==> config.mk <==
export PLATFORM = sky130hd
export DESIGN_NAME = slot_win_chase
export DESIGN_NICKNAME = d
export VERILOG_FILES = /design/src/rtl/slot_pkg.sv /design/src/rtl/slot_tick_gen.sv /design/src/rtl/slot_win_chase.sv
export SDC_FILE = /design/constraint.sdc
export NUM_CORES = 1
export LEC_CHECK = 0
export CELL_PAD_IN_SITES_DETAIL_PLACEMENT = 2
export CELL_PAD_IN_SITES_GLOBAL_PLACEMENT = 2
export CORE_MARGIN = 1.5
export CORE_UTILIZATION = 34
export CTS_CLUSTER_DIAMETER = 60
export DETAILED_ROUTE_END_ITERATION = 7
export PLACE_DENSITY_LB_ADDON = 0.2
export SETUP_SLACK_MARGIN = 0.5
export SLEW_MARGIN = 0
export SYNTH_ARGS = -nofsm -noshare
export SYNTH_HDL_FRONTEND = slang
export SYNTH_SLANG_ARGS = --single-unit
==> constraint.sdc <==
create_clock -name clk -period 2.2 [get_ports clk]
set_input_delay 0.44 -clock clk [delete_from_list [all_inputs] [get_ports clk]]
set_output_delay 0.44 -clock clk [all_outputs]
set_load 0.01 [all_outputs]
==> src/rtl/slot_pkg.sv <==
// Shared encodings and helpers for the slot win chase block.
// Latency: n/a (types and constant functions only).
// Backpressure: n/a.
package slot_pkg;

  typedef enum logic [1:0] {
    ST_IDLE  = 2'd0,
    ST_CHASE = 2'd1,
    ST_LOSE  = 2'd2
  } state_e;

  // Ceiling log2, used to size the prescaler counter.
  function automatic int clog2(input int value);
    int r;
    r = 0;
    while ((1 << r) < value) begin
      r = r + 1;
    end
    return r;
  endfunction

endpackage

==> src/rtl/slot_tick_gen.sv <==
// Free-running prescaler: raises tick for one clk every TICK_DIV cycles.
// Latency: tick is high while the counter holds TICK_DIV-1 (first tick TICK_DIV clks after reset release).
// Backpressure: none; never stalls and is not restarted by any input.
module slot_tick_gen
  import slot_pkg::*;
#(
  parameter int TICK_DIV = 1048576
) (
  input  logic clk,
  input  logic rst_n,
  output logic tick
);

  localparam int CNT_W = (TICK_DIV > 1) ? clog2(TICK_DIV) : 1;
  localparam logic [CNT_W-1:0] LAST = CNT_W'(TICK_DIV - 1);

  logic [CNT_W-1:0] cnt_q;
  logic [CNT_W-1:0] cnt_d;

  // tick marks the final count; TICK_DIV=1 keeps the counter at 0 so tick is constant 1
  always_comb begin
    tick  = (cnt_q == LAST);
    cnt_d = tick ? '0 : cnt_q + CNT_W'(1);
  end

  // Counter register, cleared asynchronously
  always_ff @(posedge clk or negedge rst_n) begin
    if (!rst_n) begin
      cnt_q <= '0;
    end else begin
      cnt_q <= cnt_d;
    end
  end

endmodule

==> src/rtl/slot_win_chase.sv <==
// Reel judge: on each prescaler tick, chases a green LED while stopped reels match, latches red on a mismatch.
// Latency: outputs update on the clk edge that ends the tick cycle (1 clk after tick).
// Backpressure: none; reels/stop are sampled only on tick, changes between ticks are ignored.
module slot_win_chase
  import slot_pkg::*;
#(
  parameter int N_REELS   = 3,
  parameter int DIGIT_W   = 4,
  parameter int LED_W     = 8,
  parameter int TICK_DIV  = 1048576,
  parameter int WRAP      = 1,
  parameter int PAIR_MODE = 0,
  parameter int LAP_W     = 4
) (
  input  logic                         clk,
  input  logic                         rst_n,
  input  logic [N_REELS*DIGIT_W-1:0]   reels,
  input  logic                         stop,
  output logic [LED_W-1:0]             gled,
  output logic                         rled,
  output logic                         win,
  output logic [LAP_W-1:0]             laps
);

  logic tick;
  logic match;

  slot_tick_gen #(
    .TICK_DIV (TICK_DIV)
  ) u_tick_gen (
    .clk   (clk),
    .rst_n (rst_n),
    .tick  (tick)
  );

  if (PAIR_MODE == 0) begin : g_all
    // Every reel must equal reel 0
    logic [N_REELS-1:0] eq;
    for (genvar k = 0; k < N_REELS; k++) begin : g_eq
      assign eq[k] = (reels[k*DIGIT_W +: DIGIT_W] == reels[0 +: DIGIT_W]);
    end
    assign match = &eq;
  end else begin : g_pair
    // Any pair i<j equal; the lower triangle and diagonal are tied off
    logic [N_REELS*N_REELS-1:0] hit;
    for (genvar i = 0; i < N_REELS; i++) begin : g_i
      for (genvar j = 0; j < N_REELS; j++) begin : g_j
        if (j > i) begin : g_cmp
          assign hit[i*N_REELS+j] =
            (reels[i*DIGIT_W +: DIGIT_W] == reels[j*DIGIT_W +: DIGIT_W]);
        end else begin : g_off
          assign hit[i*N_REELS+j] = 1'b0;
        end
      end
    end
    assign match = |hit;
  end

  state_e           state_q, state_d;
  logic [LED_W-1:0] gled_q, gled_d;
  logic             rled_q, rled_d;
  logic             win_q, win_d;
  logic [LAP_W-1:0] laps_q, laps_d;

  // Next-state and output decode; only tick cycles can move anything, and !stop always wins
  always_comb begin
    state_d = state_q;
    gled_d  = gled_q;
    rled_d  = rled_q;
    win_d   = 1'b0;
    laps_d  = laps_q;
    if (tick) begin
      if (!stop) begin
        state_d = ST_IDLE;
        gled_d  = '0;
        rled_d  = 1'b0;
        laps_d  = '0;
      end else begin
        case (state_q)
          ST_IDLE: begin
            if (match) begin
              state_d = ST_CHASE;
              gled_d  = LED_W'(1);
            end else begin
              state_d = ST_LOSE;
              rled_d  = 1'b1;
            end
          end
          ST_CHASE: begin
            if (!match) begin
              // gled is left frozen where the mismatch caught it
              state_d = ST_LOSE;
              rled_d  = 1'b1;
            end else if (gled_q[LED_W-1]) begin
              if (WRAP != 0) begin
                gled_d = LED_W'(1);
                if (laps_q != '1) begin
                  laps_d = laps_q + LAP_W'(1);
                end
              end
            end else begin
              gled_d = gled_q << 1;
              // gled is one-hot, so the bit below the MSB moving up is an MSB entry
              win_d  = gled_q[LED_W-2];
            end
          end
          ST_LOSE: begin
            state_d = ST_LOSE;
          end
          default: begin
            state_d = ST_IDLE;
            gled_d  = '0;
            rled_d  = 1'b0;
            laps_d  = '0;
          end
        endcase
      end
    end
  end

  // State and output registers, cleared asynchronously
  always_ff @(posedge clk or negedge rst_n) begin
    if (!rst_n) begin
      state_q <= ST_IDLE;
      gled_q  <= '0;
      rled_q  <= 1'b0;
      win_q   <= 1'b0;
      laps_q  <= '0;
    end else begin
      state_q <= state_d;
      gled_q  <= gled_d;
      rled_q  <= rled_d;
      win_q   <= win_d;
      laps_q  <= laps_d;
    end
  end

  assign gled = gled_q;
  assign rled = rled_q;
  assign win  = win_q;
  assign laps = laps_q;

endmodule

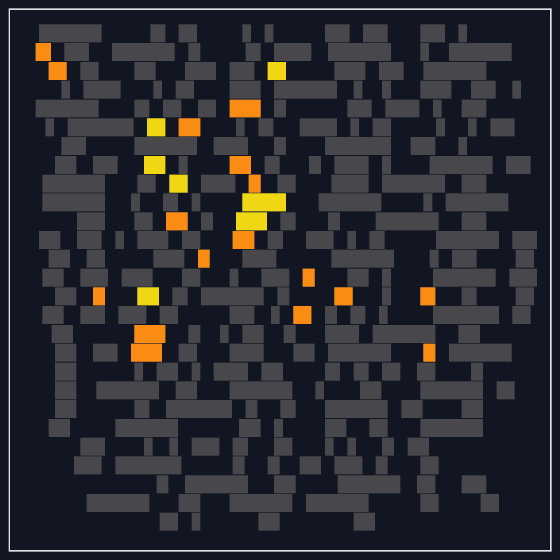
*Gate families picked out, run 1*
[orange] inverting AOI/OAI gates | cells: 17
[yellow] AND-OR and OR-AND gates | cells: 7
dominant logic cell type in the layout: dfrtp_1
logic share of the area: 39.2%
non-filler cells, final: 317

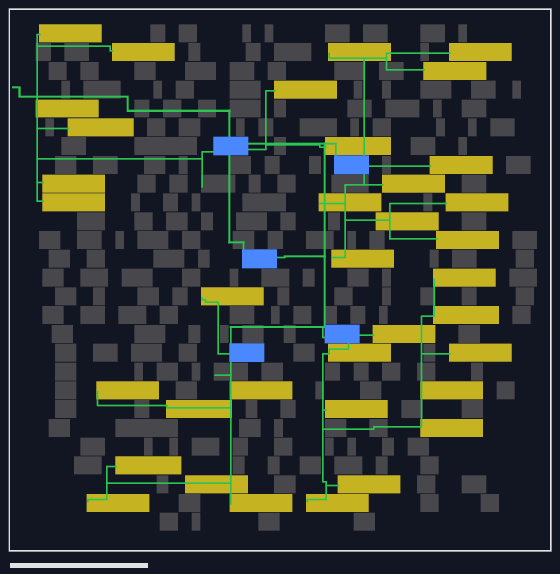
*Clock distribution, run 1*
Bar = 20 µm.
[green] clock wires | length: 503 µm
[blue] cells driving clock nets | count: 5
[yellow] flip-flops | count: 36
routed clock nets: 6
clk_lat worst skew: 0.29 ns
skew final: 0.00738 ns

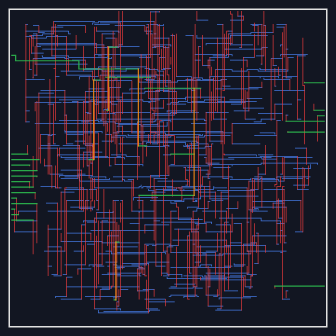
*Signal wires by layer, run 1*
[red] met2 | wire length: 2810 µm
[orange] met4 | wire length: 95.2 µm
[green] met3 | wire length: 184 µm
[blue] met1 | wire length: 2450 µm
DR WL/cell: 17.5 µm
DR vias: 1645
Detailed Route WL: 5540 µm
GRT Overall Usage: 18.1%

==> impl_metrics.yaml, run 1 <==
# yosys + openroad results
synth:
  synth_nets: 209
  synth-edff-count: 0
  ys_types: 39
  synth_seq_share_pct: 46.9
  ys_ff: 36
  ys_warn_count: 0
  synthArstFlopShare_pct: 100
  syn_area_per_cell_um2: 10.2
  ys_chip_area_mm2: 0.00192
  synthFlopType: "dfrtp_1"
  syn-instance-count: 188
  synth_area_mm2: 0.00192
  yosysCellCount: 188
place:
  place_hpwl_um: 3760
  port-buffer-count: 28
  placed_area_mm2: 0.00228
  pre_cts_ws_ns: 0.0704
  globalplace.congestion: 0.751
cells_and_area:
  syn2layout_area_growth_pct: 38.5
  layout_top_cells: "31 x dfrtp_1, 25 x buf_4, 18 x nand2_1"
  layout-drive-gt1-share_pct: 29.0
  fin_nets: 266
  post-route-cell-area_mm2: 0.00266
  n_antenna_cell: 0
cts:
  cts_tree: "yes"
  cts_root_buf: "clkbuf_8"
  cts_buffer_depth: 2
  ctsHoldBuffers: 0
  clock-sinks: 36
  htreeDepth: 2
  cts.clk_slew.worst_paths_ns: 0.07
  cts_made_buffers: 5
worst_setup_path:
  path_buffers: 1
  crit_fanout: 3
  cp-start-kind: "flop"
  r2r_setup_slack_ns: 0.56
  r2r-start: "u_tick_gen.cnt_q[16]"
  crit_type: "reg -> out"
  critPathCaptureType: "primary output"
  arrival_ns: 1.22
  r2r_cells: 5
  worst_path_largest_cell_delay_ns: 0.55
  worst_path_max_delay_cell: "clkdlybuf4s50_1"
  required_ns: 1.76
  r2r-end: "gled[7]"
  cp_cell_sequence: "clkdlybuf4s50_1"
  crit_family: "buffers and inverters"
floorplanning:
  die_w_um: 78.2
  ios: 29
  fp_util_pct: 35.1
  core_area_mm2: 0.00547
  die_h_um: 78.2
  fp.dieArea_mm2: 0.00611
  num_rows: 27
worst_hold_path:
  hold_class: "reg -> reg"
  min_to: "u_tick_gen.cnt_q[12]"
  worstHoldStart: "u_tick_gen.cnt_q[12]"
  hold_depth: 1
outcome:
  status: "complete, no violations"
pwr:
  p_leak_uw: 0.00126
  p_total_uw: 1230
  powerDensity_mw_per_mm2: 460
  peakVddDrop_mv: 0.168
final_timing:
  period_used_pct: 75.4
  whs_ns: 0.471
  max_freq_mhz: 603
  finalCriticalPeriod_ns: 1.66
  finalSetupTns_ns: 0
  setup_violations: 0
  drv_slew: 0
  relSlewSlack_pct: 68.1
  finalHoldViolations: 0
  setup_slack_ns: 0.542
  worst_pin_slew_ns: 0.478
  rsz0062_at_grt: "no"
routing:
  detail-route-antenna-nets: 0
  drc: 0
  vias_per_cell: 5.19
  firstDrtPassIters: 4
  drt_iter0_drc: 26
grt:
  grt_overflow: 0
  grt_pass1_vias: 1822
  grt_start_max_net_pins: 37
  grt_pass1_wl_um: 8720
  antenna_found_initial: 0
job:
  warnings: 31
  drv_cap: 0
## run 1: power breakdown
part	total (µW)	switching (µW)	leakage (µW)	internal, µW
Sequential	661	0	0.000435	661
Clock	510	231	0.0000503	279
Combinational	53.2	29.4	0.000779	23.8
Total	1230	261	0.00126	964
## run 1: worst max-delay path by stage
| stage | from | to | slack [ns] | cells past startpoint |
|---|---|---|---|---|
| finish | gled[5] | gled[5] | 0.54 | 1 |
| global route | u_tick_gen.cnt_q[6] | gled[1] | 0.48 | 6 |
| CTS | u_tick_gen.cnt_q[14] | gled[4] | 0.47 | 6 |
| detailed placement | reels[10] | gled[4] | 0.07 | 7 |
| global placement | reels[8] | gled[3] | 0.15 | 7 |
| floorplan | reels[5] | gled[0] | 0.49 | 6 |
## run 1: stage by stage
| step | util [%] | std cells |
|---|---|---|
| 2_1_floorplan | - | 188 |
| 3_3_place_gp | 41.7 | 288 |
| 3_5_place_dp | 41.7 | 288 |
| 4_1_cts | 45.5 | 301 |
| 5_1_grt | 48.6 | 317 |
| 6_report | 48.6 | 317 |
## run 1: cell usage after synthesis, types with 3 or more instances
cell type  instances  area share [%]
and4_1             3             1.4
o21ai_0            4             1.0
ha_1               6             3.9
nand4_1            4             1.3
mux2i_1            9             4.7
inv_1             10             2.0
xnor2_1            8             3.6
o22ai_1            3            0.98
and3_1            11             3.6
xor2_1             7             3.2
a21oi_1            3            0.78
dfrtp_1           36              47
nor3_1             7             1.8
nor2_1            12             2.3
nand3_1           14             3.6
nand2_1           19             3.7
buf_6              3             1.8
## run 1: registers in the layout, indices dropped and copies added, names as in the netlist
signal and flops:
u_tick_gen.cnt_q 20, gled 8, laps 4, state_q 2
rled 1, win 1
## run 1: routing by layer
metal	vias to the layer above	routed length, µm	GRT usage [%]
li1	773	-	-
met1	828	2450	22.0
met2	33	2810	31.8
met3	11	184	3.95
met4	0	95	6.07
met5	-	0	0
## run 1: final cells by class
class	instances	area (µm²)
clock buffers	7	96.3
fillers	591	2810
inverters	10	37.5
multi-input cells	137	1040
flip-flops and latches	36	907
well taps	72	90.1
repair buffers	55	488
## run 1: timing repair
action                                  in CTS  in global routing
gates resized                               36                 16
endpoints found under the setup margin      19                 17
pin swaps                                    5                  5
setup buffers                                6                 16
hold endpoints to repair                     0                  0
## run 1: worst reg2reg max path: stages (launching register included)
cell and delay (ns):
dfrtp_1 0.37, and4_4 0.24, and4_4 0.25, and3_1 0.18, o211a_4 0.19, mux2_4 0.30
## run 1: cell families (layout without fill, tap and decap cells)
| logic type | count (synthesis) | count (layout) | synth area share (%) |
|---|---|---|---|
| flip-flops | 36 | 36 | 46.9 |
| adder cells (fa/ha/maj) | 6 | 6 | 3.91 |
| XOR/XNOR | 15 | 15 | 6.84 |
| AND/OR/NAND/NOR | 81 | 81 | 22.4 |
| buffers and inverters | 15 | 72 | 5.01 |
| multiplexers | 11 | 11 | 6.25 |
| AND-OR/OR-AND | 24 | 24 | 8.72 |
--- run 2 (diff from run 1) ---
- clock period: 2.2 -> 1.6 ns (I/O delays scaled with it)
==> run 2 against run 1 <==
  * The flow now stops in global routing (5_1_grt)
  * Synthesized cell count is the same
  * Area after synthesis is the same
==> impl_metrics.yaml, run 2 <==
# yosys + openroad results
synth:
  top_cell_area_share_pct: 46.9
  synth_nets: 209
  ys_chip_area_mm2: 0.00192
  synth.most_common_cell: "dfrtp_1"
  syn_area_per_cell_um2: 10.2
  synth_area_mm2: 0.00192
  ys_warn_count: 0
  common_cells: "36 x dfrtp_1, 19 x nand2_1, 14 x nand3_1, 12 x nor2_1, 11 x and3_1"
  ys_ff: 36
  ys_types: 39
  yosysCellCount: 188
  synthFlopType: "dfrtp_1"
  synth-edff-count: 0
  synth_seq_share_pct: 46.9
  area_leaders: "dfrtp_1 47%, mux2i_1 4.7%, ha_1 3.9%"
  yosys.area.top_type: "dfrtp_1"
  synthArstFlopShare_pct: 100
  syn-instance-count: 188
grt:
  grt_start_max_net_pins: 37
  antenna_found_initial: 0
place:
  globalplace.congestion: 0.847
  place_hpwl_um: 4530
  placed_cells: 326
  placed_area_mm2: 0.00262
  port-buffer-count: 28
cts:
  cts_buffer_depth: 2
  htreeDepth: 2
  cts_made_buffers: 5
  ctsHoldBuffers: 0
  cts_root_buf: "clkbuf_8"
  clock-sinks: 36
floorplanning:
  num_rows: 27
  die_h_um: 78.2
  die_w_um: 78.2
  ios: 29
  fp_util_pct: 35.1
final_timing:
  worst-ep-kind: "register data pin"
  crit_endpoint: "gled[6]$_DFFE_PN0P_/D"
outcome:
  firstError: "[ERROR DPL-0033] detailed placement checks failed during check placement."
  status: "stopped before the end"
  lastStage: "global routing (5_1_grt)"
-- run 2: cell counts after synthesis --
Identical to the previous run, type by type.
-- run 2: metrics by stage --
stage	worst slack, ns	hold slack, ns	setup TNS (ns)
after floorplan	-0.0921	0.0244	-0.184
after global placement	-0.344	0.450	-4.16
after detailed placement	-0.430	0.466	-5.36
after CTS	-0.00810	0.405	-0.0265
-- run 2: timing repair --
item	CTS
pin swaps	43
endpoints found under the hold margin	0
setup endpoints to repair	48
setup buffers	33
gates resized	142
-- run 2: cells by family after synthesis --
kind of cell	synth area share [%]
and+or+nand+nor	22.4
buffers and inverters	5.01
muxes	6.25
xor gates and xnor gates	6.84
DFF	46.9
adders and majority gates	3.91
AOI/OAI and AO/OA	8.72
--- run 3 (diff from run 2) ---
- CELL_PAD_IN_SITES_DETAIL_PLACEMENT: 2 -> not set
- CELL_PAD_IN_SITES_GLOBAL_PLACEMENT: 2 -> not set
- CORE_UTILIZATION: 34 -> 30
- CTS_CLUSTER_DIAMETER: 60 -> not set
- PLACE_DENSITY_LB_ADDON: 0.2 -> 0.15
- SETUP_SLACK_MARGIN: 0.5 -> not set
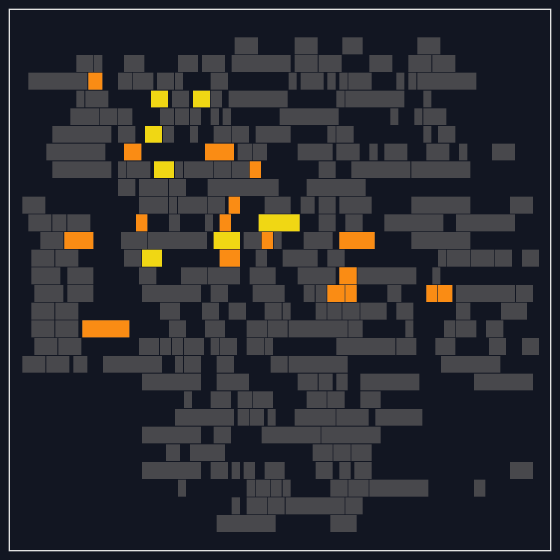
*Gate families picked out, run 3*
[yellow] AND-OR and OR-AND gates | cells: 7
[orange] inverting AOI/OAI gates | cells: 17
non-filler cells, final: 347
dominant logic cell type in the layout: buf_4
logic share of the area: 36.2%

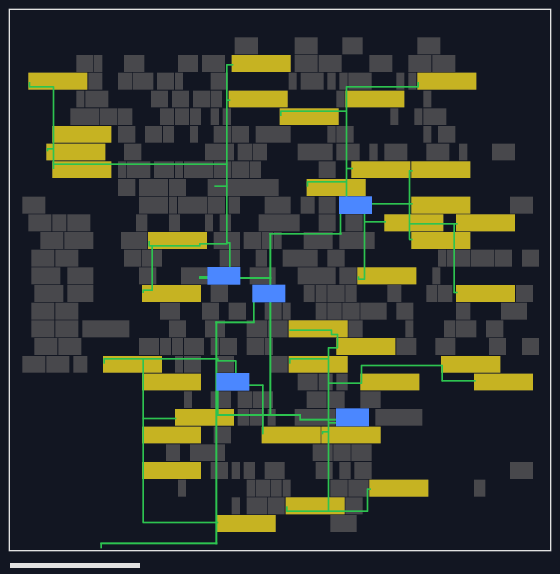
*Clock distribution, run 3*
Bar = 20 µm.
[blue] cells driving clock nets | count: 5
[green] clock wires | length: 523 µm
[yellow] flip-flops | count: 36
routed clock nets: 6

==> run 3 against run 2 <==
  * The flow now finishes without violations
  * Synthesized cell count stayed put
  * Area after synthesis stayed put
==> impl_metrics.yaml, run 3 <==
# yosys + openroad results
synth:
  synth_area_mm2: 0.00192
  yosys.area.top_type: "dfrtp_1"
  area_leaders: "dfrtp_1 47%, mux2i_1 4.7%, ha_1 3.9%"
  common_cells: "36 x dfrtp_1, 19 x nand2_1, 14 x nand3_1, 12 x nor2_1, 11 x and3_1"
  synth_nets: 209
  synthFlopType: "dfrtp_1"
  top_cell_area_share_pct: 46.9
  ys_warn_count: 0
  synthArstFlopShare_pct: 100
  synth-edff-count: 0
  syn-instance-count: 188
  yosysCellCount: 188
  ys_ff: 36
  ys_chip_area_mm2: 0.00192
  syn_area_per_cell_um2: 10.2
  synth.most_common_cell: "dfrtp_1"
  synth_seq_share_pct: 46.9
  ys_types: 39
final_timing:
  rsz0062_at_grt: "yes"
  period_used_pct: 100
  max_freq_mhz: 625
  setup_violations: 0
  finalCriticalPeriod_ns: 1.60
  relSlewSlack_pct: 74.5
  whs_ns: 0.474
  drv_slew: 0
  finalSetupTns_ns: 0
  worst_pin_slew_ns: 0.383
  finalHoldViolations: 0
pwr:
  powerDensity_mw_per_mm2: 626
  p_leak_uw: 0.00140
  p_total_uw: 1810
  peakVddDrop_mv: 0.324
routing:
  wirelength_um: 4250
  drt_iter0_drc: 49
  detail-route-antenna-nets: 0
  avgRoutedWirePerCell_um: 12.2
  vias_per_cell: 4.65
  drc: 0
  dr_total_vias: 1612
  firstDrtPassIters: 5
place:
  port-buffer-count: 28
  place_hpwl_um: 3250
  globalplace.congestion: 0.760
cts:
  clk_latency_ns: 0.29
  cts_root_buf: "clkbuf_8"
  cts_tree: "yes"
  htreeDepth: 2
  cts.clk_slew.worst_paths_ns: 0.08
  cts_buffer_depth: 2
worst_hold_path:
  hold_class: "reg -> reg"
grt:
  antenna_found_initial: 0
  grt_usage_pct: 13.4
  grt_overflow: 0
  grt_pass1_wl_um: 7530
  grt_pass1_vias: 1595
  grt_start_max_net_pins: 23
worst_setup_path:
  path_buffers: 1
  critPathCaptureType: "flop"
  crit_type: "in -> reg"
  cp-start-kind: "primary input"
  crit_family: "AND-OR/OR-AND gates"
  arrival_ns: 1.78
  required_ns: 1.78
  worst_path_max_delay_cell: "clkdlybuf4s50_1"
  cp_cell_sequence: "clkdlybuf4s50_1, and3_4, o22ai_2, nor2_4, o211a_4, mux2_4"
  worst_path_largest_cell_delay_ns: 0.44
  crit_fanout: 3
floorplanning:
  num_rows: 28
  fp_util_pct: 31.7
  fp.dieArea_mm2: 0.00690
  die_w_um: 83.0
  die_h_um: 83.0
  ios: 29
  core_area_mm2: 0.00606
outcome:
  status: "complete, no violations"
job:
  drv_cap: 0
  warnings: 32
cells_and_area:
  largest-register: "u_tick_gen.cnt_q"
  fin_nets: 292
  largest_reg_flops: 20
  syn2layout_area_growth_pct: 50.6
  layout_top_cells: "48 x buf_4, 36 x dfrtp_1, 21 x clkdlybuf4s50_1"
  n_antenna_cell: 0
  n_fill_cell: 579
  layout-drive-gt1-share_pct: 32.7
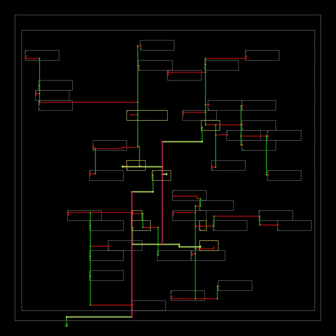
*Clock nets, run 3*
skew final: 0.00789 ns
clk sinks: 36
clock-net power: 814 µW
flip-flops: 36
Num CTS Buffers: 5

[run 3: cell counts after synthesis]
No cell type changed its count.
[run 3: layout make-up]
class,instances,area (µm²),share of cell area [%]
inverters,10,37.5,1.30
clock inverters,3,42.5,1.47
repair buffers,81,703,24.3
well taps,75,93.8,3.24
clock buffers,5,68.8,2.38
flip-flops and latches,36,901,31.1
multi-input cells,137,1050,36.2
[run 3: worst paths after layout]
| kind | startpoint | end | slack (ns) | depth (start not counted) |
|---|---|---|---|---|
| worst max-delay path | reels[8] | gled[7] | 0.0005 | 6 |
| worst min-delay path | u_tick_gen.cnt_q[12] | u_tick_gen.cnt_q[12] | 0.47 | 1 |
| worst max register to register | u_tick_gen.cnt_q[17] | gled[5] | 0.02 | 6 |
| worst min register to register | u_tick_gen.cnt_q[12] | u_tick_gen.cnt_q[12] | 0.47 | 1 |
| max in group asynchronous | rst_n | u_tick_gen.cnt_q[11] | 0.68 | 3 |
| min in group asynchronous | rst_n | u_tick_gen.cnt_q[4] | 0.48 | 2 |
[run 3: timing repair]
action / in CTS / in global routing
gates resized: 14 / 22
hold buffers: 1 / 0
setup buffers: 3 / 5
endpoints found under the hold margin: 14 / 0
setup endpoints to repair: 16 / 18
pin swaps: 7 / 14
[run 3: per-stage QoR]
stage	setup WS (ns)	utilization [%]	cells	cell area, µm²
after global routing	-0.0713	47.7	347	2890
after global placement	-0.344	42.5	330	2580
after CTS	-0.0216	45.6	342	2770
after floorplan	-0.0922	-	188	1920
final	0.000475	47.7	347	2890
after detailed placement	-0.399	42.5	330	2580
[run 3: worst reg2reg max path: stages (launching register included)]
cell and delay (ns):
dfrtp_1 0.35, and4_4 0.23, and4_4 0.22, and3_4 0.17
o211a_4 0.18, buf_8 0.14, mux2i_1 0.20
[run 3: logic make-up after synthesis]
logic type | Yosys count | share of synthesized area (%)
buffers and inverters | 15 | 5.01
and+or+nand+nor | 81 | 22.4
adders and majority gates | 6 | 3.91
AOI/OAI and AO/OA | 24 | 8.72
muxes | 11 | 6.25
DFF | 36 | 46.9
xor gates and xnor gates | 15 | 6.84
[run 3: layer usage]
metal	up-vias	GRT usage [%]	wire length, µm	part of all wire (%)
met5	-	0	0	0
met4	0	5.00	80	1.9
met3	8	2.78	127	3.0
met2	27	19.9	1870	44
met1	745	19.0	2170	51
li1	832	-	-	-
[run 3: power breakdown]
part           switching [µW]  internal [µW]
logic                    39.4           48.9
registers                   0            909
clock network             353            461
Power and IR drop assume default switching activity.
